### src/rtl/arb_req_stage_pkg.sv
// Shared defaults and width helpers for the arbiter request-staging front end.
package arb_pkg;

    localparam int unsigned ARB_N_DEFAULT      = 4;
    localparam int unsigned ARB_DATA_W_DEFAULT = 8;

    // Index width for n requesters; never narrower than one bit.
    function automatic int unsigned id_width(input int unsigned n);
        return (n < 2) ? 1 : $clog2(n);
    endfunction

endpackage

### src/rtl/arb_req_stage_if.sv
// Request, arbiter and downstream handshake bundle for arb_req_stage.
interface arb_req_stage_if
    import arb_pkg::*;
#(
    parameter int unsigned N      = ARB_N_DEFAULT,
    parameter int unsigned DATA_W = ARB_DATA_W_DEFAULT,
    parameter int unsigned ID_W   = id_width(N)
);

    logic [N-1:0]        req_valid_i;
    logic [N*DATA_W-1:0] req_data_i;
    logic [N-1:0]        req_ready_o;
    logic [N-1:0]        arb_req_o;
    logic [N-1:0]        arb_gnt_i;
    logic                out_valid_o;
    logic [DATA_W-1:0]   out_data_o;
    logic [ID_W-1:0]     out_id_o;
    logic                out_ready_i;
    logic                err_o;

    modport slave (
        input  req_valid_i, req_data_i, arb_gnt_i, out_ready_i,
        output req_ready_o, arb_req_o, out_valid_o, out_data_o, out_id_o, err_o
    );

    modport master (
        output req_valid_i, req_data_i, arb_gnt_i, out_ready_i,
        input  req_ready_o, arb_req_o, out_valid_o, out_data_o, out_id_o, err_o
    );

endinterface

### src/rtl/arb_req_stage_onehot_enc.sv
// Lowest-set-bit encoder with any/multi-hot flags for grant vectors.
module onehot_enc #(
    parameter int unsigned N    = 4,
    parameter int unsigned ID_W = 2
) (
    input  logic [N-1:0]    vec_i,
    output logic [ID_W-1:0] idx_o,
    output logic            any_o,
    output logic            multi_o
);

    logic found;

    always_comb begin
        idx_o = '0;
        found = 1'b0;
        for (int unsigned i = 0; i < N; i++) begin
            if (vec_i[i] && !found) begin
                idx_o = ID_W'(i);
                found = 1'b1;
            end
        end
    end

    assign any_o   = |vec_i;
    // Clearing the lowest set bit leaves something only if two or more were set.
    assign multi_o = |(vec_i & (vec_i - N'(1)));

endmodule

### src/rtl/arb_req_stage.sv
// Per-requester one-entry staging slots feeding an external arbiter, with a
// registered single-beat output and a sticky grant-protocol error flag.
module arb_req_stage
    import arb_pkg::*;
#(
    parameter int unsigned N      = ARB_N_DEFAULT,
    parameter int unsigned DATA_W = ARB_DATA_W_DEFAULT,
    parameter int unsigned ID_W   = id_width(N)
) (
    input  logic          clk,
    input  logic          reset,
    arb_req_stage_if.slave bus
);

    typedef logic [N-1:0] req_vec_t;

    typedef struct packed {
        logic              full;
        logic [DATA_W-1:0] data;
    } slot_t;

    slot_t             slot_q [N];
    slot_t             slot_d [N];
    req_vec_t          ready_q, ready_d;
    logic              out_valid_q, out_valid_d;
    logic [DATA_W-1:0] out_data_q, out_data_d;
    logic [ID_W-1:0]   out_id_q, out_id_d;
    logic              err_q, err_d;

    req_vec_t          slot_full;
    req_vec_t          arb_req;
    req_vec_t          gnt;
    req_vec_t          stray_gnt;
    logic              out_can_take;
    logic [ID_W-1:0]   gnt_idx;
    logic              gnt_any;
    logic              gnt_multi;

    always_comb begin
        slot_full = '0;
        for (int unsigned i = 0; i < N; i++) begin
            slot_full[i] = slot_q[i].full;
        end
    end

    assign out_can_take = ~out_valid_q | bus.out_ready_i;
    assign arb_req      = slot_full & {N{out_can_take}};
    assign gnt          = bus.arb_gnt_i & arb_req;
    assign stray_gnt    = bus.arb_gnt_i & ~arb_req;

    onehot_enc #(
        .N    (N),
        .ID_W (ID_W)
    ) u_gnt_enc (
        .vec_i   (gnt),
        .idx_o   (gnt_idx),
        .any_o   (gnt_any),
        .multi_o (gnt_multi)
    );

    always_comb begin
        slot_d      = slot_q;
        out_valid_d = out_valid_q;
        out_data_d  = out_data_q;
        out_id_d    = out_id_q;
        ready_d     = '0;

        // ready_q mirrors ~full, so a slot is never captured and drained together.
        for (int unsigned i = 0; i < N; i++) begin
            if (bus.req_valid_i[i] && ready_q[i]) begin
                slot_d[i].full = 1'b1;
                slot_d[i].data = bus.req_data_i[i*DATA_W +: DATA_W];
            end
        end

        if (gnt_any) begin
            out_valid_d            = 1'b1;
            out_data_d             = slot_q[gnt_idx].data;
            out_id_d               = gnt_idx;
            slot_d[gnt_idx].full   = 1'b0;
        end else if (bus.out_ready_i) begin
            out_valid_d = 1'b0;
        end

        for (int unsigned i = 0; i < N; i++) begin
            ready_d[i] = ~slot_d[i].full;
        end

        err_d = err_q | gnt_multi | (|stray_gnt);
    end

    always_ff @(posedge clk or negedge reset) begin
        if (!reset) begin
            for (int unsigned i = 0; i < N; i++) begin
                slot_q[i] <= '0;
            end
            ready_q     <= '0;
            out_valid_q <= 1'b0;
            out_data_q  <= '0;
            out_id_q    <= '0;
            err_q       <= 1'b0;
        end else begin
            slot_q      <= slot_d;
            ready_q     <= ready_d;
            out_valid_q <= out_valid_d;
            out_data_q  <= out_data_d;
            out_id_q    <= out_id_d;
            err_q       <= err_d;
        end
    end

    assign bus.req_ready_o = ready_q;
    assign bus.arb_req_o   = arb_req;
    assign bus.out_valid_o = out_valid_q;
    assign bus.out_data_o  = out_data_q;
    assign bus.out_id_o    = out_id_q;
    assign bus.err_o       = err_q;

endmodule

### src/flat_wrapper.sv
// flat-port wrapper written by rule: the top's interface ports become plain ports
module arb_req_stage_flat import arb_pkg::*;
#(
    parameter int unsigned N      = ARB_N_DEFAULT,
    parameter int unsigned DATA_W = ARB_DATA_W_DEFAULT,
    parameter int unsigned ID_W   = id_width(N)
)
  (clk, reset, bus_req_valid_i, bus_req_data_i, bus_arb_gnt_i, bus_out_ready_i, bus_req_ready_o, bus_arb_req_o, bus_out_valid_o, bus_out_data_o, bus_out_id_o, bus_err_o);
  arb_req_stage_if #(.N(N), .DATA_W(DATA_W), .ID_W(ID_W)) bus_i ();
  input  logic clk;
  input  logic reset;
  input wire logic [$bits(bus_i.req_valid_i)-1:0] bus_req_valid_i;
  input wire logic [$bits(bus_i.req_data_i)-1:0] bus_req_data_i;
  input wire logic [$bits(bus_i.arb_gnt_i)-1:0] bus_arb_gnt_i;
  input wire logic [$bits(bus_i.out_ready_i)-1:0] bus_out_ready_i;
  output wire logic [$bits(bus_i.req_ready_o)-1:0] bus_req_ready_o;
  output wire logic [$bits(bus_i.arb_req_o)-1:0] bus_arb_req_o;
  output wire logic [$bits(bus_i.out_valid_o)-1:0] bus_out_valid_o;
  output wire logic [$bits(bus_i.out_data_o)-1:0] bus_out_data_o;
  output wire logic [$bits(bus_i.out_id_o)-1:0] bus_out_id_o;
  output wire logic [$bits(bus_i.err_o)-1:0] bus_err_o;
  assign bus_i.req_valid_i = bus_req_valid_i;
  assign bus_i.req_data_i = bus_req_data_i;
  assign bus_i.arb_gnt_i = bus_arb_gnt_i;
  assign bus_i.out_ready_i = bus_out_ready_i;
  assign bus_req_ready_o = bus_i.req_ready_o;
  assign bus_arb_req_o = bus_i.arb_req_o;
  assign bus_out_valid_o = bus_i.out_valid_o;
  assign bus_out_data_o = bus_i.out_data_o;
  assign bus_out_id_o = bus_i.out_id_o;
  assign bus_err_o = bus_i.err_o;
  arb_req_stage #(.N(N), .DATA_W(DATA_W), .ID_W(ID_W)) u_core (.clk(clk), .reset(reset), .bus(bus_i));
endmodule
### config.mk
export PLATFORM = sky130hd
export DESIGN_NAME = arb_req_stage_flat
export DESIGN_NICKNAME = d
export VERILOG_FILES = /design/src/rtl/arb_req_stage_pkg.sv /design/src/rtl/arb_req_stage_if.sv /design/src/rtl/arb_req_stage_onehot_enc.sv /design/src/rtl/arb_req_stage.sv /design/src/flat_wrapper.sv
export SDC_FILE = /design/constraint.sdc
export NUM_CORES = 1
export LEC_CHECK = 0
export ABC_AREA = 1
export CAP_MARGIN = 30
export CORE_AREA = 5 5 90 92
export DETAILED_ROUTE_END_ITERATION = 8
export DIE_AREA = 0 0 95 97
export SLEW_MARGIN = 0
export SYNTH_ARGS = -nofsm -noshare
export SYNTH_HDL_FRONTEND = slang
export SYNTH_SLANG_ARGS = --single-unit
### constraint.sdc
create_clock -name clk -period 1.5 [get_ports clk]
set_input_delay 0.225 -clock clk [delete_from_list [all_inputs] [get_ports clk]]
set_output_delay 0.225 -clock clk [all_outputs]
set_load 0.01 [all_outputs]
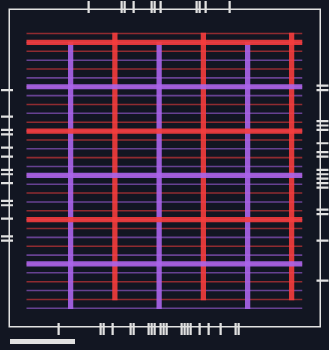
*Power grid, run 1*
Bar = 20 um. Pins as bars on the die edge.
purple -> VSS
red -> VDD
met4 straps = 6
rows = 31
met1 rails = 32
signal pins = 63
height of the chip: 97 um
core outline area: 0.007137 sq mm
Die Wd: 95 um
worst vdd ir: 0.6323 mV

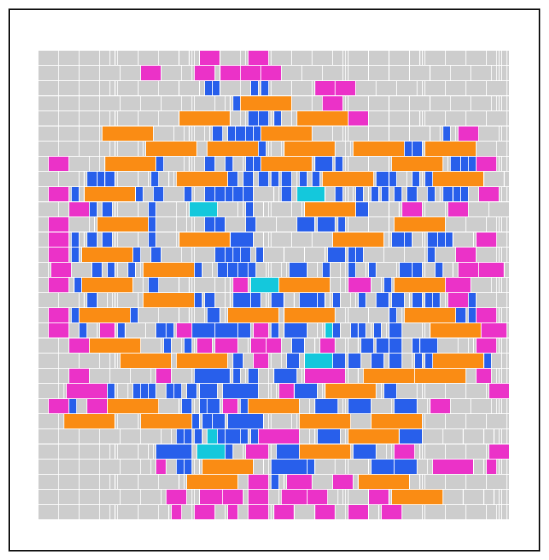
*Cells colored by class, run 1*
Fill, decap, tap and diode cells in gray.
cyan -> clock drivers and dummy loads  # cells 7
blue -> combinational and other logic  # cells 214
magenta -> remaining buffers and delay cells  # cells 83
orange -> sequential cells  # cells 52

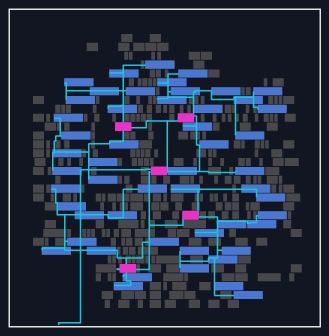
*Routed clock nets over the placement, run 1*
magenta -> clock drivers  # count 5
blue -> flip-flops  # count 52
cyan -> clock wires  # length 643 um
routed clock nets = 6

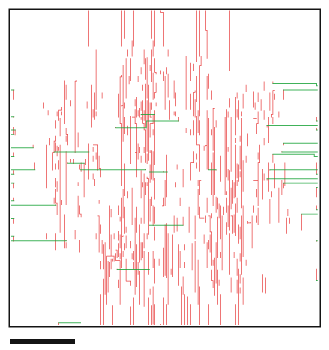
*Routed metal, one color a layer, run 1*
Bar = 20 um. Two of the layers only.
red -> metal 2  # wire length 2650 um
green -> metal 3  # wire length 270 um

run 1: where the power goes:
group	switching, mW	internal (mW)
Sequential	0.338	2.07
Clock	0.438	0.318
Combinational	1.70	1.51
Total	2.47	3.90
run 1: worst min path at each step:
stage / startpoint / to / slack [ns] / cells after the start
6_report: reset / asynchronous set/reset pin / 0.42 / 3
5_1_grt: reset / asynchronous set/reset pin / 0.45 / 3
4_1_cts: reset / asynchronous set/reset pin / 0.45 / 3
3_5_place_dp: reset / asynchronous set/reset pin / 0.24 / 2
3_3_place_gp: reset / asynchronous set/reset pin / 0.24 / 2
2_1_floorplan: reset / asynchronous set/reset pin / -0.07 / 0
run 1: routing by layer:
metal / global-route usage, % / vias up
met1: 17.21 / 922
li1: - / 1037
met5: 0 / -
met4: 4.329 / 0
met2: 20.23 / 46
met3: 3.181 / 7
==> deck_impl_summary.md, run 1 <==
Key Metrics from the Run

Logic synthesis
  • Primary FF master, synth: dfrtp_1
  • Yosys top cell area share: 53.50%
  • Flip-flop and latch count after synthesis: 52
  • Proportion of register bits with asynchronous set or reset after synthesis: 100.0%
  • Synth Area in Simple Gates: 24.18%
  • Post-synth EDFFs: 0
  • Count leader, synth: dfrtp_1
  • Chip Area, Yosys: 0.002432 sq mm
  • Mean area per synthesized cell: 8.975 sq um
  • Share of synthesized cell area in and-or and or-and compound cells: 9.722%

Layout
  • Multi-input combinational area share: 27.77%
  • Total number of sequential cells: 52
  • Logic inverters: 46
  • Fraction of standard cell area that is sequential: 37.32%
  • Final core area utilization: 48.86%
  • Number of clock buffers in the layout: 6
  • Most numerous logic cells after layout: dfrtp_1 (52), clkdlybuf4s50_1 (52), nor2_1 (44)
  • Layout overhead on the synthesized area: 43.36%

Timing
  • Slew HR: 76.33%
  • Transition time of the tightest slew-check pin: 0.3541 ns
  • Min cycle time layout: 1.445 ns
  • Finish-stage setup viols: 0
  • Max frequency: 692.3 MHz
  • Total count of max-transition violations in the final report: 0
  • Hold slack final: 0.4173 ns

Clocking
  • Clock Pin Slew Worst Setup and Hold Paths: 0.09 ns
  • Count of clock tree sinks: 52
  • Clock insertion delay at the later pin of the skew report: 0.30 ns
  • Buffer count from post-CTS setup fixing: 1
  • Master cell of the clock root buffer: clkbuf_8

Detailed routing
  • WL met3: 269 um
  • Remaining routing DRC violations: 0
  • Vias/cell: 4.422
  • Total detailed-routing wirelength: 5.720 mm

Power
  • LEAKAGE: 1.707 nW

Worst setup path
  • Worst setup path endpoint: bus_out_data_o[0]
  • Critical path startpoint: u_core.bus.out_data_o[0]
  • CP arrival: 1.22 ns
  • Slowest stage cell, crit path: clkdlybuf4s50_1
  • Worst Reg-to-Reg Cells: 9
  • Kind of cell adding the most delay to the critical path: buffers and inverters
  • Sort of element at the start of the critical path: register

Global route
  • Remaining Overflow, GRT: 0
  • First-pass GRT wire length: 9.411 mm
  • Total routing usage reported by global routing: 12.88%

Floorplanning
  • Num tapcells: 99
  • Floorplan-stage core utilization: 34.08%

Status
  • Result of the run: completed

Run
  • Tally of max-capacitance violations: 0
## Run 2: what changed since run 1
--- a/config.mk
+++ b/config.mk
@@ -7,9 +7,10 @@
 export LEC_CHECK = 0
 export ABC_AREA = 1
 export CAP_MARGIN = 30
-export CORE_AREA = 5 5 90 92
+export CORE_AREA = 5 5 78 80
 export DETAILED_ROUTE_END_ITERATION = 8
-export DIE_AREA = 0 0 95 97
+export DIE_AREA = 0 0 83 85
+export PLACE_DENSITY = 0.76
 export SLEW_MARGIN = 0
 export SYNTH_ARGS = -nofsm -noshare
 export SYNTH_HDL_FRONTEND = slang
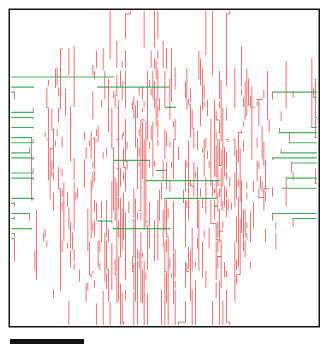
*Routed metal, one color a layer, run 2*
Bar = 20 um. Two of the layers only.
red -> metal 2  # wire length 2750 um
green -> metal 3  # wire length 285 um

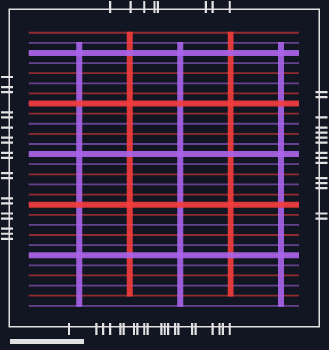
*Power grid, run 2*
Bar = 20 um. Pins as bars on the die edge.
purple -> VSS
red -> VDD
met1 rails = 28
signal pins = 63
met5 straps = 5
met4 straps = 5
core outline area: 0.005338 sq mm
worst vdd ir: 1.200 mV
height of the chip: 85 um

==> deck_impl_summary.md, run 2 <==
Key Metrics from the Run

Power
  • Power dissipated by switching net loads: 2.522 mW (+1.9%)
  • Sequential share of power: 37.1% (-0.7 points)
  • Power dissipated in combinational cells: 3.27 mW (+2%)
  • Combinational share of power: 50.1% (-0.2 points)
  • Power group with the highest consumption: combinational cells
  • Cell-internal power: 4.007 mW (+2.7%)
  • LEAKAGE: 1.729 nW (+1.3%)
  • Relative contribution of the clock network to total power: 12.8% (+0.9 points)
  • Switching power share of the total: 38.63% (-0.19 points)
  • Clock group: 0.836 mW (+11%)

Detailed routing
  • Vias/cell: 4.604 (+4.1%)
  • WL met3: 284 um (+5.6%)
  • Total detailed-routing wirelength: 5.692 mm (-0.49%)
  • Remaining routing DRC violations: 0 (unchanged)

Worst setup path
  • Sort of element at the start of the critical path: register
  • CP arrival: 1.66 ns (+0.44 ns)
  • Critical path startpoint: u_core.bus.out_valid_o
  • Worst setup path endpoint: u_core.bus.out_id_o[0]
  • Worst Reg-to-Reg Cells: 7 (-2)

Clocking
  • Count of clock tree sinks: 52 (unchanged)
  • Master cell of the clock root buffer: clkbuf_8

Global route
  • First-pass GRT wire length: 9.528 mm (+1.2%)
  • Total routing usage reported by global routing: 16.37% (+3.5 points)
  • Remaining Overflow, GRT: 0 (unchanged)
  • Most used routing layer: met2

Floorplanning
  • Die Wd: 83 um (-13%)

Timing
  • Hold slack final: 0.4218 ns (+0.004441 ns)
  • Total count of max-transition violations in the final report: 0 (unchanged)
  • Min cycle time layout: 1.468 ns (+0.02341 ns)
  • Slew HR: 77.74% (+1.4 points)
  • Max frequency: 681.2 MHz (-1.6%)
  • Finish-stage setup viols: 0 (unchanged)
  • Transition time of the tightest slew-check pin: 0.3330 ns (-0.02110 ns)

Layout
  • Most numerous logic cells after layout: dfrtp_1 (52), clkdlybuf4s50_1 (52), nor2_1 (42)
  • Layout overhead on the synthesized area: 43.57%

Status
  • Result of the run: completed

Logic synthesis
  • Synth Area in Simple Gates: 24.18% (unchanged)
  • Flip-flop and latch count after synthesis: 52 (unchanged)
  • Primary FF master, synth: dfrtp_1

Run
  • Tally of max-capacitance violations: 0 (unchanged)
==> run 2: netlist changes by cell type in the layout (fill, tap and decap cells not counted), moves of 2 or more <==
cell,change
buf_4,+2
clkbuf_8,+2
nand2_2,-3
nor2_1,-2
nand2_1,+2
==> run 2: cell type report <==
| cell class | count | area share [%] |
|---|---|---|
| flip-flops and latches | 52 | 37.26 |
| clock buffers | 7 | 2.759 |
| well taps | 72 | 2.580 |
| repair buffers | 84 | 23.86 |
| multi-input cells | 168 | 28.38 |
| inverters | 46 | 5.159 |
==> run 2: repair_timing <==
item                                    in CTS  in global routing
resized                                      5                 33
gates cloned                                 0                  1
hold buffers                                 1                  0
endpoints found under the hold margin       52                  0
pin swaps                                    1                  9
endpoints found under the setup margin       4                 17
buffers inserted                             0                  2
Power and IR drop assume default switching activity.
